Figure 1. Sequential cells grouped by signal name (run 1).
Scale: 6 px per um. Other sequential cells in the stronger gray, the rest of the logic in the fainter gray.
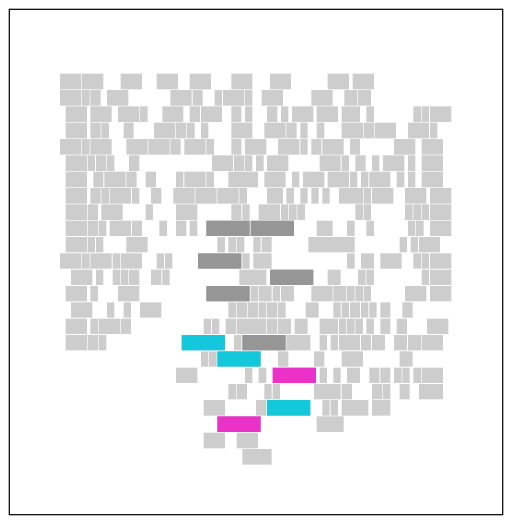
Figure 2. Logic cells by family (run 1).
Scale: 3 px per um.
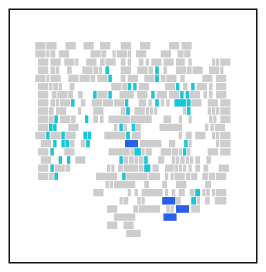
Figure 3. Routing congestion (run 1).
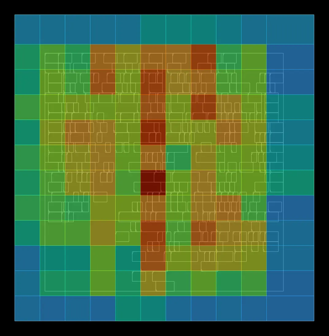
==> config.mk <==
export PLATFORM = sky130hd
export DESIGN_NAME = data_bus_arbiter_flat
export DESIGN_NICKNAME = d
export VERILOG_FILES = /design/src/rtl/data_bus_arbiter_if.sv /design/src/rtl/data_bus_arbiter.sv /design/src/flat_wrapper.sv
export SDC_FILE = /design/constraint.sdc
export NUM_CORES = 1
export LEC_CHECK = 0
export ABC_AREA = 1
export CAP_MARGIN = 40
export CORE_AREA = 8 8 74 76
export CTS_CLUSTER_DIAMETER = 80
export DETAILED_ROUTE_END_ITERATION = 8
export DIE_AREA = 0 0 82 84
export PLACE_DENSITY = 0.74
export SLEW_MARGIN = 15
export SYNTH_ARGS = -nofsm -noshare
export SYNTH_HDL_FRONTEND = slang
export SYNTH_SLANG_ARGS = --single-unit
==> constraint.sdc <==
create_clock -name clk -period 3.8 [get_ports clk]
set_input_delay 0.76 -clock clk [delete_from_list [all_inputs] [get_ports clk]]
set_output_delay 0.76 -clock clk [all_outputs]
set_load 0.005 [all_outputs]
==> src/rtl/data_bus_arbiter_if.sv <==
// Shared data-memory bus bundle: per-requester request/lock/payload lanes,
// one-hot grant back to requesters, and the muxed single-port memory side.
interface data_bus_arbiter_if #(
  parameter int unsigned N_REQ = 3,
  parameter int unsigned AW    = 8,
  parameter int unsigned DW    = 8
);
  logic [N_REQ-1:0]    req;
  logic [N_REQ-1:0]    lock;
  logic [N_REQ-1:0]    wr;
  logic [N_REQ*AW-1:0] addr;
  logic [N_REQ*DW-1:0] wdata;
  logic [N_REQ-1:0]    gnt;
  logic [DW-1:0]       rdata;
  logic [AW-1:0]       mem_addr;
  logic                mem_wr;
  logic                mem_rd;
  logic [DW-1:0]       mem_dout;
  logic [DW-1:0]       mem_din;

  // Requesters plus the memory model sit on the master side.
  modport master (
    output req, lock, wr, addr, wdata, mem_din,
    input  gnt, rdata, mem_addr, mem_wr, mem_rd, mem_dout
  );

  // The arbiter owns the grant and the memory-facing mux.
  modport slave (
    input  req, lock, wr, addr, wdata, mem_din,
    output gnt, rdata, mem_addr, mem_wr, mem_rd, mem_dout
  );
endinterface

==> src/rtl/data_bus_arbiter.sv <==
// Arbitrates the single-port data memory between N requesters with registered
// one-hot grants, round-robin or fixed priority, and capped locked bursts.
module data_bus_arbiter #(
  parameter int unsigned N_REQ     = 3,
  parameter int unsigned AW        = 8,
  parameter int unsigned DW        = 8,
  parameter int unsigned MAX_BURST = 4,
  parameter bit          RR        = 1'b1
) (
  input  logic             clk,
  input  logic             rst,
  data_bus_arbiter_if.slave bus
);

  localparam int unsigned IW = (N_REQ > 1) ? $clog2(N_REQ) : 1;
  localparam int unsigned BW = $clog2(MAX_BURST + 1);

  typedef enum logic {IDLE, GRANT} state_t;

  state_t           state;
  logic [N_REQ-1:0] gnt_q;
  logic [IW-1:0]    gidx;
  logic [IW-1:0]    ptr;
  logic [BW-1:0]    burst_cnt;

  logic [N_REQ-1:0] cand_c;
  logic [IW-1:0]    start_c;
  logic [IW-1:0]    win_idx_c;
  logic             win_found_c;
  logic             hold_c;

  // Current holder is excluded from the release-edge arbitration only.
  always_comb begin
    int unsigned sum;
    logic [IW-1:0] idx;
    sum         = 0;
    idx         = '0;
    cand_c      = (state == GRANT) ? (bus.req & ~gnt_q) : bus.req;
    start_c     = RR ? ptr : '0;
    win_found_c = 1'b0;
    win_idx_c   = '0;
    for (int unsigned k = 0; k < N_REQ; k++) begin
      sum = 32'(start_c) + k;
      if (sum >= N_REQ) sum = sum - N_REQ;
      idx = IW'(sum);
      if (!win_found_c && cand_c[idx]) begin
        win_found_c = 1'b1;
        win_idx_c   = idx;
      end
    end
  end

  assign hold_c = (state == GRANT) && bus.req[gidx] && bus.lock[gidx] &&
                  (burst_cnt < BW'(MAX_BURST - 1));

  // Grant state machine; a held lock skips arbitration until the burst cap.
  always_ff @(posedge clk) begin
    if (!rst) begin
      state     <= IDLE;
      gnt_q     <= '0;
      gidx      <= '0;
      ptr       <= '0;
      burst_cnt <= '0;
    end else if (hold_c) begin
      burst_cnt <= burst_cnt + BW'(1);
    end else begin
      burst_cnt <= '0;
      if (win_found_c) begin
        state <= GRANT;
        gnt_q <= N_REQ'(1) << win_idx_c;
        gidx  <= win_idx_c;
        ptr   <= (win_idx_c == IW'(N_REQ - 1)) ? '0 : win_idx_c + IW'(1);
      end else begin
        state <= IDLE;
        gnt_q <= '0;
      end
    end
  end

  assign bus.gnt = gnt_q;

  // Memory-side mux follows the registered grant; strobes only on a real beat.
  always_comb begin
    bus.mem_addr = '0;
    bus.mem_dout = '0;
    bus.mem_wr   = 1'b0;
    bus.mem_rd   = 1'b0;
    bus.rdata    = '0;
    if (state == GRANT) begin
      bus.mem_addr = bus.addr[gidx*AW +: AW];
      bus.mem_dout = bus.wdata[gidx*DW +: DW];
      bus.rdata    = bus.mem_din;
      if (bus.req[gidx]) begin
        bus.mem_wr = bus.wr[gidx];
        bus.mem_rd = ~bus.wr[gidx];
      end
    end
  end

endmodule

==> src/flat_wrapper.sv <==
// flat-port wrapper written by rule: the top's interface ports become plain ports
module data_bus_arbiter_flat 
#(
  parameter int unsigned N_REQ     = 3,
  parameter int unsigned AW        = 8,
  parameter int unsigned DW        = 8,
  parameter int unsigned MAX_BURST = 4,
  parameter bit          RR        = 1'b1
)
  (clk, rst, bus_req, bus_lock, bus_wr, bus_addr, bus_wdata, bus_mem_din, bus_gnt, bus_rdata, bus_mem_addr, bus_mem_wr, bus_mem_rd, bus_mem_dout);
  data_bus_arbiter_if #(.N_REQ(N_REQ), .AW(AW), .DW(DW)) bus_i ();
  input  logic clk;
  input  logic rst;
  input wire logic [$bits(bus_i.req)-1:0] bus_req;
  input wire logic [$bits(bus_i.lock)-1:0] bus_lock;
  input wire logic [$bits(bus_i.wr)-1:0] bus_wr;
  input wire logic [$bits(bus_i.addr)-1:0] bus_addr;
  input wire logic [$bits(bus_i.wdata)-1:0] bus_wdata;
  input wire logic [$bits(bus_i.mem_din)-1:0] bus_mem_din;
  output wire logic [$bits(bus_i.gnt)-1:0] bus_gnt;
  output wire logic [$bits(bus_i.rdata)-1:0] bus_rdata;
  output wire logic [$bits(bus_i.mem_addr)-1:0] bus_mem_addr;
  output wire logic [$bits(bus_i.mem_wr)-1:0] bus_mem_wr;
  output wire logic [$bits(bus_i.mem_rd)-1:0] bus_mem_rd;
  output wire logic [$bits(bus_i.mem_dout)-1:0] bus_mem_dout;
  assign bus_i.req = bus_req;
  assign bus_i.lock = bus_lock;
  assign bus_i.wr = bus_wr;
  assign bus_i.addr = bus_addr;
  assign bus_i.wdata = bus_wdata;
  assign bus_i.mem_din = bus_mem_din;
  assign bus_gnt = bus_i.gnt;
  assign bus_rdata = bus_i.rdata;
  assign bus_mem_addr = bus_i.mem_addr;
  assign bus_mem_wr = bus_i.mem_wr;
  assign bus_mem_rd = bus_i.mem_rd;
  assign bus_mem_dout = bus_i.mem_dout;
  data_bus_arbiter #(.N_REQ(N_REQ), .AW(AW), .DW(DW), .MAX_BURST(MAX_BURST), .RR(RR)) u_core (.clk(clk), .rst(rst), .bus(bus_i));
endmodule
==> out/writeup.txt, run 1 <==
The run gives 180 as the total number of multi-input combinational cells. Counting stages on the worst path, the most repeated cell is inv_1. Traced cell by cell, the critical path runs through inv_1 -> or2_2 -> a32oi_1 -> inv_1 -> nor2_1 -> clkdlybuf4s50_1. The tools report the post-placement setup slack as 669.8 ps. The detail route stage leaves a number of antenna-violating nets equal to 0.

For this run, global-route usage on met2 was measured as 23.20%. Clock cells make up 1.970% of the layout cell area. The final timing summary puts the cycle share of the worst path at 83.33%. Once the clock tree was built, the setup fixing pass inserted 0 buffers.

For the iteration count of the initial detailed-routing pass, the log shows 4. With the number of buffers and inverters on the critical path at 3, the inverter count of the layout excluding clock inverters is 24. The switching portion of total power comes to 46.04%. The number of maximum-capacitance violations came out at 0.

The most critical setup path has its startpoint at u_core.gidx[0]$_SDFFE_PN0P_. STA lists the maximum fanout along the critical path as 17. Clock tree synthesis selected as its root buffer the cell clkbuf_8. The die is 84 um tall. Total power density per cell area: 529.4 nW/um^2. The net count after synthesis is 295. During tapcell insertion the tool placed 52 well taps. Per the final timing report, the hold violations number 0. After clock tree synthesis, the repair step resized 0 gates. The flow ran to the end, and the final reports show no timing, DRC or antenna violations.

The clock period minus final worst setup slack was 3166 ps. With the maximum achievable frequency at 315.8 MHz, the placed standard-cell area is 2241 sq um. The Yosys step of the flow raised 0 warnings. In the post-route analysis, the smallest setup slack over all paths is 633.6 ps. The routed length on met1 was 1861 um.
Notes on Figure 1 above:
legend:
  u_core.bus.gnt:
    color: cyan
    flops: 3
  u_core.ptr:
    color: magenta
    flops: 2
final core utilization: 53.61%
FF/Latch Area: 220.2 sq um
sequential-cell power consumption: 0.000208 W
flop share of the area: 9.633%

Notes on Figure 2 above:
legend:
  adder and majority cells:
    color: blue
    cells: 4
  NOR gates:
    color: cyan
    cells: 49
multi-input gate share of the layout cell area: 39.35%
most numerous logic cell after layout: clkdlybuf4s50_1
final non-filler cell total: 368

Notes on Figure 3 above:
met1 Track Usage GR: 15.55%
most heavily used metal layer in global routing: met2

-- run 1: power groups by stage --
| stage | clock network (W) | logic (W) | registers [W] |
|---|---|---|---|
| final | 0.000119 | 0.000883 | 0.000208 |
| after global routing | 0.000129 | 0.000993 | 0.000216 |
| after CTS | 0.000123 | 0.000898 | 0.000209 |
| after detailed placement | 0 | 0.000894 | 0.000211 |
| after global placement | 0 | 0.000883 | 0.000210 |
| after floorplan | 0 | 0.000531 | 0.000188 |
-- run 1: cells by family after synthesis --
group,count (synthesis),share of synthesized area (%)
AND-OR/OR-AND,43,18.03
XOR/XNOR,1,0.6973
adder cells (fa/ha/maj),4,3.984
buffers and inverters,33,10.86
flip-flops,11,17.53
AND/OR/NAND/NOR,132,48.90
Figure 4. A small window of the routed layout (run 1).
Window x 49 to 74, y 50 to 75 um. Cells in gray, sequential cells in the stronger gray; small squares are vias.
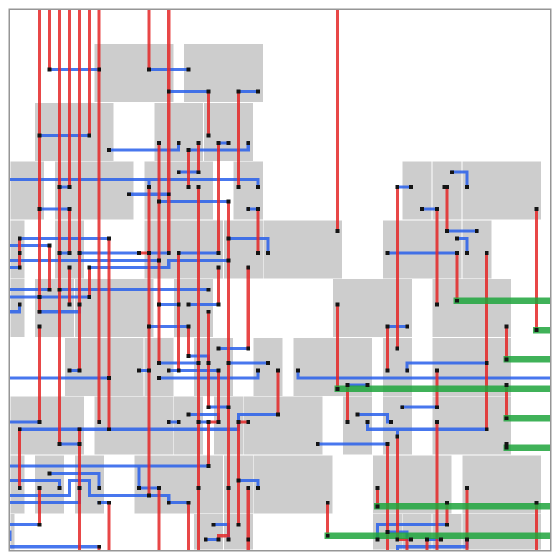

==> inputs of run 2 (changes only) <==
==> constraint.sdc (replaced) <==
create_clock -name clk -period 3.3 [get_ports clk]
set_input_delay 0.66 -clock clk [delete_from_list [all_inputs] [get_ports clk]]
set_output_delay 0.66 -clock clk [all_outputs]
set_load 0.005 [all_outputs]
Figure 5. A small window of the routed layout (run 2).
Window x 49 to 74, y 50 to 75 um. Cells in gray, sequential cells in the stronger gray; small squares are vias.
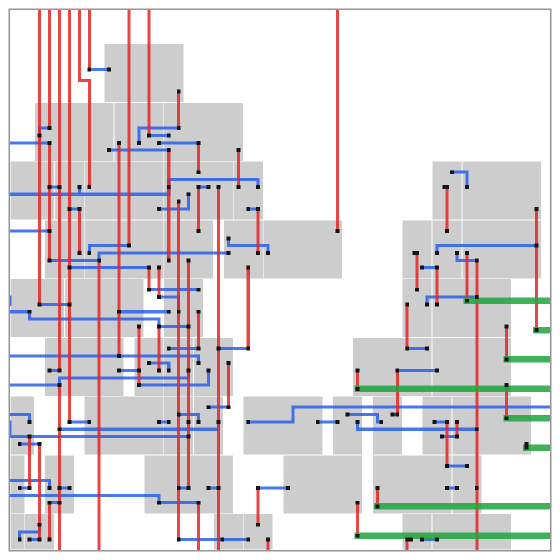
legend:
  met1:
    color: blue
  met3:
    color: green
  met2:
    color: red
cells with their middle in the window: 49
most frequent: clkdlybuf4s50_1 (20), nand2_1 (8)
sequential cells in the window: 0

==> run 2 against run 1 <==
  * Sequential power rose by 2%
  * Highest routed layer unchanged
  * Die area did not move
  * Largest power group unchanged
  * Largest cell class unchanged
  * Clock skew rose by 2.2 ps
  * Synthesized area did not move
==> out/writeup.txt, run 2 <==
The post-placement setup slack is 383.5 ps. Looking at the clock tree report, the root buffer type is clkbuf_8. Per the synthesis report, the simple-gate share of the synthesized area is 48.90%. In the final routing, the length of wire on met1 measures 1805 um.

In this run the critical path is formed by clkdlybuf4s50_1 -> or2_2 -> a32oi_1 -> inv_1 -> nor2_1 -> clkdlybuf4s50_1. Measured against the total synthesized area, the mux share comes to 0%. The final worst-path setup slack was 399.1 ps; the sequential portion of the cell area was 9.570%. The design received a total of 52 well taps at floorplan. The final layout report lists a non-clock inverter count of 24. The maximum achievable frequency is 344.7 MHz, and the number of buffers and inverters on the critical path is 3. With the number of warnings printed during yosys synthesis at 0, the post-synthesis share of cell area spent on full adders, half adders and majority gates is 3.984%. The run gives 87.91% for the post-layout period usage of the worst path. For reference, XOR and XNOR gates occupy 0.6972% of the area reported after synthesis.

Endpoints failing hold in the final report were tallied at 0. Per STA, the library cell used most along the worst path is clkdlybuf4s50_1. In this run the maximum-capacitance check reported violations numbering 0. The total power density per cell area came out at 609.7 nW/um^2.

For the final cell count without fillers, the log shows 370. The met2 track demand over resource was 25.00%. The number of nets handed over by synthesis was 295. The starting DRC count in detailed routing was 46. The report lists the number of cells resized after CTS as 0. The clock period minus final worst setup slack came out at 2901 ps. The script logs the ratio of routed vias to standard cells as 4.665. Global routing used 13.90% of the available met1 tracks. For reference, the most critical setup path is categorized as input port to primary output. Summing all placed instances gives a cell area of 2256 sq um. The run finished with clean final reports.

The run gives 2 for the largest fanout of any net on the critical path. Among logic cells in the layout, the one with the most instances is clkdlybuf4s50_1. In this run the remaining antenna-violating nets after routing total 0. The first TritonRoute pass finished after 5 iterations. The fraction of cell area in multi-input combinational cells is reported as 39.10%. The run gives 53.96% for the final core utilization.

The logs give 220.2 sq um for the area occupied by registers and 0 for the setup fix buffers added after clock tree synthesis.
-- run 2: cell counts after synthesis --
No cell type changed its count.
-- run 2: worst max path at each step --
stage / end / depth (start not counted) / from / slack (ps)
2_1_floorplan: bus_mem_rd / 4 / bus_wr[0] / 1350
5_1_grt: bus_mem_rd / 6 / u_core.gidx[0]$_SDFFE_PN0P_ / 220
4_1_cts: bus_mem_rd / 6 / bus_wr[0] / 380
6_report: bus_mem_rd / 6 / bus_wr[0] / 400
3_3_place_gp: bus_mem_rd / 6 / bus_wr[0] / 390
3_5_place_dp: bus_mem_rd / 6 / bus_wr[0] / 380
-- run 2: report_power, final --
group	switching [W]	internal [W]	leakage [nW]
Sequential	0.0000384	0.000175	0.0904
Clock	0.0000455	0.0000844	0.0228
Combinational	0.000556	0.000504	0.889
Total	0.000640	0.000763	1.00
==> inputs of run 3 (changes only) <==
--- a/config.mk
+++ b/config.mk
@@ -8,7 +8,7 @@
 export ABC_AREA = 1
 export CAP_MARGIN = 40
 export CORE_AREA = 8 8 74 76
-export CTS_CLUSTER_DIAMETER = 80
+export CTS_CLUSTER_DIAMETER = 60
 export DETAILED_ROUTE_END_ITERATION = 8
 export DIE_AREA = 0 0 82 84
 export PLACE_DENSITY = 0.74
Figure 6. Routing congestion (run 3).
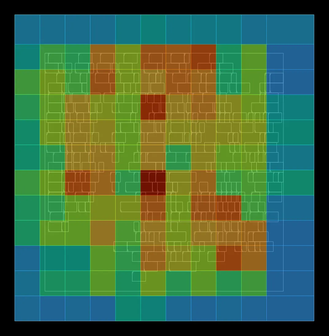
GR Util All Layers: 13.85%
average routed wire per standard cell: 12.93 um
GR met3 Demand/Resource: 5.496%
final core utilization: 53.96%
met1 Track Usage GR: 13.90%

==> run 3 against run 2 <==
  * Synthesized area unchanged
  * Routed wire length stayed put
  * Worst hold slack did not move
  * Register-to-register slack hardly changed
  * First-iteration DRC count stayed put
  * Largest power group unchanged
  * Global-route usage stayed put
  * Via count unchanged
  * Power unchanged
  * Combinational power hardly changed
  * Clock power is essentially flat
  * Setup slack is the same
  * Cell count unchanged
==> out/writeup.txt, run 3 <==
The run finished with clean final reports. Hold-check failures listed in the final report amount to 0. Reported combinational group power: 0.00106 W. Counting I/O delays and the setup requirement, the final critical path takes 2901 ps. The group that draws the most power in this run is combinational cells.

The sequential fraction of design power came out at 15.2%. Walking the worst path, the cells encountered are clkdlybuf4s50_1 -> or2_2 -> a32oi_1 -> inv_1 -> nor2_1 -> clkdlybuf4s50_1. The finished layout holds 370 standard cells, fillers aside.

The timing report shows the most common cell along the critical path to be clkdlybuf4s50_1. The overall die height came out at 84 um. The root buffer cell chosen for the clock tree is clkbuf_8. The logs give 0.0007634 W for the design internal power and 0 for the number of maximum-capacitance violations. For the number of well taps, the log shows 52. The number of warnings printed during yosys synthesis is 0. Timing would allow up to 344.7 MHz. In this run the remaining antenna-violating nets after routing total 0. After layout the clock buffers and inverters come to 1.958% of cell area. The run gives 0 as the cell resize tally after clock tree synthesis.

The detailed router finished its first iteration with 46 violations. The worst path uses 87.91% of the clock period. According to the cell report, the number of logic gates is 180. For this run, global-route usage on met2 was measured as 25.00%.

The total power density per cell area came out at 609.7 nW/um^2.
## run 3: cell families after synthesis
family	after synthesis	share of synthesized area, %
compound gates	43	18.03
flops	11	17.53
fa+ha+maj	4	3.984
xor+xnor	1	0.6973
buf+inv	33	10.86
simple gates	132	48.90
## run 3: worst max path at each step
stage / from / slack, ps / cells past startpoint / end
after global routing: u_core.gidx[0]$_SDFFE_PN0P_ / 220 / 6 / bus_mem_rd
final: bus_wr[0] / 400 / 6 / bus_mem_rd
after global placement: bus_wr[0] / 390 / 6 / bus_mem_rd
after detailed placement: bus_wr[0] / 380 / 6 / bus_mem_rd
after floorplan: bus_wr[0] / 1350 / 4 / bus_mem_rd
after CTS: bus_wr[0] / 380 / 6 / bus_mem_rd
Power figures rest on the tool's default switching activity, not on a simulated workload.
